### src/rtl/gumnut_pc_sequencer.sv
// Program-counter sequencer for the Gumnut core: runs the BOOT/FETCH/DECODE/EXECUTE/RET_WAIT
// sequence, drives the return-address stack and tracks its occupancy.
module gumnut_pc_sequencer #(
    parameter int              PC_W      = 12,
    parameter logic [PC_W-1:0] RESET_VEC = '0,
    parameter int              STK_DEPTH = 8
) (
    input  logic            clk,
    input  logic            rst_n,
    input  logic            cen,
    input  logic            stall_i,
    input  logic            jmp_i,
    input  logic            jsb_i,
    input  logic            ret_i,
    input  logic            br_i,
    input  logic            cond_i,
    input  logic [PC_W-1:0] target_i,
    input  logic [7:0]      disp_i,
    input  logic [PC_W-1:0] stk_pc_i,
    output logic [PC_W-1:0] pc_o,
    output logic            fetch_o,
    output logic            push_o,
    output logic            pop_o,
    output logic [PC_W-1:0] ret_addr_o,
    output logic [3:0]      depth_o,
    output logic            stk_err_o
);

    typedef enum logic [2:0] {
        S_BOOT,
        S_FETCH,
        S_DECODE,
        S_EXECUTE,
        S_RET_WAIT
    } state_t;

    localparam logic [PC_W-1:0] PC_ONE    = PC_W'(1);
    localparam logic [3:0]      DEPTH_MAX = 4'(STK_DEPTH);

    state_t          state, state_nxt;
    logic [PC_W-1:0] pc_nxt;
    logic [3:0]      depth_nxt;
    logic            err_nxt;
    logic            resolve;
    logic            do_push;
    logic            do_pop;
    logic [PC_W-1:0] disp_ext;

    // Decoded ops are resolved by priority ret > jsb > jmp > br only when EXECUTE is not stalled.
    assign resolve    = (state == S_EXECUTE) && !stall_i;
    assign do_pop     = resolve && ret_i;
    assign do_push    = resolve && !ret_i && jsb_i;
    assign disp_ext   = {{(PC_W-8){disp_i[7]}}, disp_i};
    assign ret_addr_o = pc_o + PC_ONE;

    // NOTE: sequential state uses non-blocking assignments so every register samples pre-edge values.
    always_ff @(posedge clk or negedge rst_n) begin
        if (!rst_n) begin
            state     <= S_BOOT;
            pc_o      <= RESET_VEC;
            depth_o   <= '0;
            stk_err_o <= 1'b0;
        end else if (cen) begin
            state     <= state_nxt;
            pc_o      <= pc_nxt;
            depth_o   <= depth_nxt;
            stk_err_o <= err_nxt;
        end
    end

    // NOTE: every combinational output gets a default first so no path can infer a latch.
    always_comb begin
        state_nxt = state;
        pc_nxt    = pc_o;
        depth_nxt = depth_o;
        err_nxt   = stk_err_o;
        unique case (state)
            S_BOOT:   state_nxt = S_FETCH;
            S_FETCH:  state_nxt = S_DECODE;
            S_DECODE: state_nxt = S_EXECUTE;
            S_EXECUTE: begin
                if (!stall_i) begin
                    state_nxt = S_FETCH;
                    if (ret_i) begin
                        state_nxt = S_RET_WAIT;
                    end else if (jsb_i || jmp_i) begin
                        pc_nxt = target_i;
                    end else if (br_i && cond_i) begin
                        pc_nxt = pc_o + PC_ONE + disp_ext;
                    end else begin
                        pc_nxt = pc_o + PC_ONE;
                    end
                end
            end
            S_RET_WAIT: begin
                pc_nxt    = stk_pc_i;
                state_nxt = S_FETCH;
            end
            default: state_nxt = S_BOOT;
        endcase

        // The stack is still pushed/popped on overflow/underflow; only the count saturates.
        if (do_push) begin
            if (depth_o == DEPTH_MAX) err_nxt = 1'b1;
            else                      depth_nxt = depth_o + 4'd1;
        end else if (do_pop) begin
            if (depth_o == 4'd0) err_nxt = 1'b1;
            else                 depth_nxt = depth_o - 4'd1;
        end
    end

    // Stack strobes are qualified by cen so the gated stack clock sees each op exactly once.
    always_comb begin
        fetch_o = (state == S_FETCH);
        push_o  = cen && do_push;
        pop_o   = cen && do_pop;
    end

endmodule

### config.mk
export PLATFORM = sky130hd
export DESIGN_NAME = gumnut_pc_sequencer
export DESIGN_NICKNAME = d
export VERILOG_FILES = /design/src/rtl/gumnut_pc_sequencer.sv
export SDC_FILE = /design/constraint.sdc
export NUM_CORES = 1
export LEC_CHECK = 0
export CAP_MARGIN = 20
export CORE_MARGIN = 2
export CORE_UTILIZATION = 46
export CTS_CLUSTER_SIZE = 24
export DETAILED_ROUTE_END_ITERATION = 16
export GPL_ROUTABILITY_DRIVEN = 0
export GPL_TIMING_DRIVEN = 0
export PLACE_DENSITY = 0.83
export SETUP_SLACK_MARGIN = 0.05
export SLEW_MARGIN = 10
export SYNTH_ARGS = -nofsm -noshare
export SYNTH_HDL_FRONTEND = slang
export SYNTH_SLANG_ARGS = --single-unit
export TNS_END_PERCENT = 1
### constraint.sdc
create_clock -name clk -period 3.3 [get_ports clk]
set_input_delay 0.495 -clock clk [delete_from_list [all_inputs] [get_ports clk]]
set_output_delay 0.495 -clock clk [all_outputs]
set_load 0.01 [all_outputs]
### The metal 3 layer

Scale: 6 px per µm.
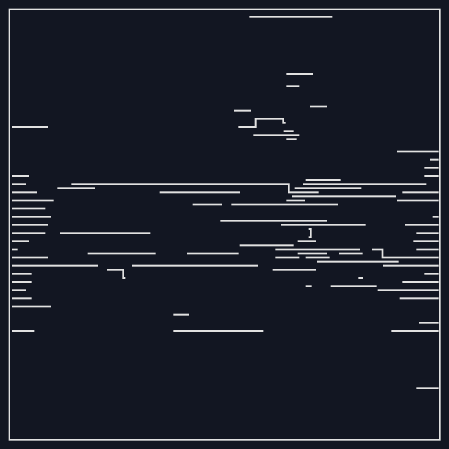
- share of all routed wire: 9.1%
- wire length on this layer: 550 µm
- longest straight run: 36.1 µm
- nets with wire on the layer: 74
- main direction: horizontal

### Logic cells by family

Scale: 4 px per µm.
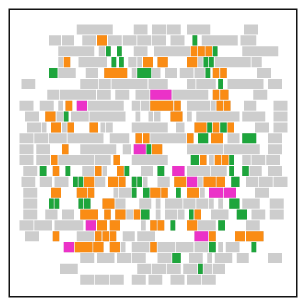
- nand cells: green (cells 48; most used nand2_1)
- aoi and oai cells: orange (cells 74; most used a21oi_1)
- non-inverting ao/oa cells: magenta (cells 10; most used a21o_1)

==> changes_impl.md <==
### Metrics

* Met3 wire len at roughly 550 µm
* Post-CTS setup buffers at 0
* Main flop type: dfrtp_1
* Period Utilization, post-route at 0.8695
* Comb gate area at 0.001523 mm²
* Worst path top cell family by delay: AND-OR/OR-AND gates
* Outcome: finished, final reports clean
* Clk pwr share at 0.097
* Largest logic family: AND-OR/OR-AND gates
* Hold_sp: stk_err_o$_DFFE_PN0P_
* MUX area fraction at 0
* Finished Core Util at 0.6738
* Non-Filler Instances at 376
* Pleak at about 1.2 nW
* Top-count cell post-synth: nand2_1
* Mapped Nets at slightly above 300
* Met2 Use GR at 0.4023
* Largest net degree at the start of global routing at 21
* P per Cell Area at approximately 860 mW/mm²
* CP Depth at 11
* Worst Max-Slew Pin Slew at ~0.92 ns
* Cell internal pwr at between 1 and 1.5 mW
* Root buf cell: clkbuf_8
* Mapped cell area at between 0.002 and 0.0025 mm²
* Max-area cell class: logic gates
* Placed cell area at between 0.002 and 0.003 mm²
* Clk buf depth at 2
* CP Class: flip-flop to flip-flop
* Final worst slack at around 0.43 ns
* Routed WL at 6023 µm
* Xor/xnor share at 0.1074
* Fp_density at 0.4783
* Clk_lat worst skew at between 0.2 and 0.3 ns
* Sequential fraction of design power at 0.205
* Synthesis Warnings at 0
* Async S/R FF share, synth at 1.000
* Ys cells at 248
* Reg clk slew, reported paths at 0.08 ns
* Endpoints failing hold at 0
* Clock network area share at 0.02414
* Chip area at ~0.005 mm²
* Largest register by flop count: pc_o
* Critical path's most frequent cell: ha_1
* Adder Share, Synth at 0.1205
* Die H at just over 70 µm
* R2r setup slk at approximately 0.43 ns
* Final Setup Violations at 0
* P_comb at between 1.5 and 2 mW
* Clock buffers at 3
* H-Tree Depth at 1
* Hold worst-path end: stk_err_o$_DFFE_PN0P_
* RSZ-0062 raised after global routing: false
* Core ar. at 0.004384 mm²
* Buffer share of cell area at 0.2626
* Signal inverters at 5
* Final Max Tran Viols at 0
* Ys flops at 20
* Place WS at around 0.46 ns
* Max Freq at between 0.3 and 0.4 GHz
* Area leader share at 0.2387
* First drt pass iteration count at 5
* Placed Cells at 372
* First-pass GRT wire length at between 10000 and 15000 µm
* Fillers at approximately 360
* Crit path to: pc_o[11]$_DFFE_PN0P_
* Cells on worst reg2reg path at 11
* Residual DRC count at 0
* Multi-In Gates at 213
* Top sig layer: met4
* Final ANT Viol Nets at 0
* Hold slack at about 0.5 ns
* HPWL Detailed at about 4800 µm
* Taps Inserted at ~52
* Register Area at about 500 µm²
* Max FFs per register at 12
* Vias at between 2000 and 2500
* Crit path arrival time at 3.01 ns
* # IOs at ~73
* R2r startpoint: pc_o[0]$_DFFE_PN0P_
* Max stage delay cell, worst path: dfrtp_1
* Seq share, synth at 0.2387
* Largest cells by area: dfrtp_1 24%, ha_1 10%, xnor2_1 5.8%
Power figures rest on the tool's default switching activity, not on a simulated workload.
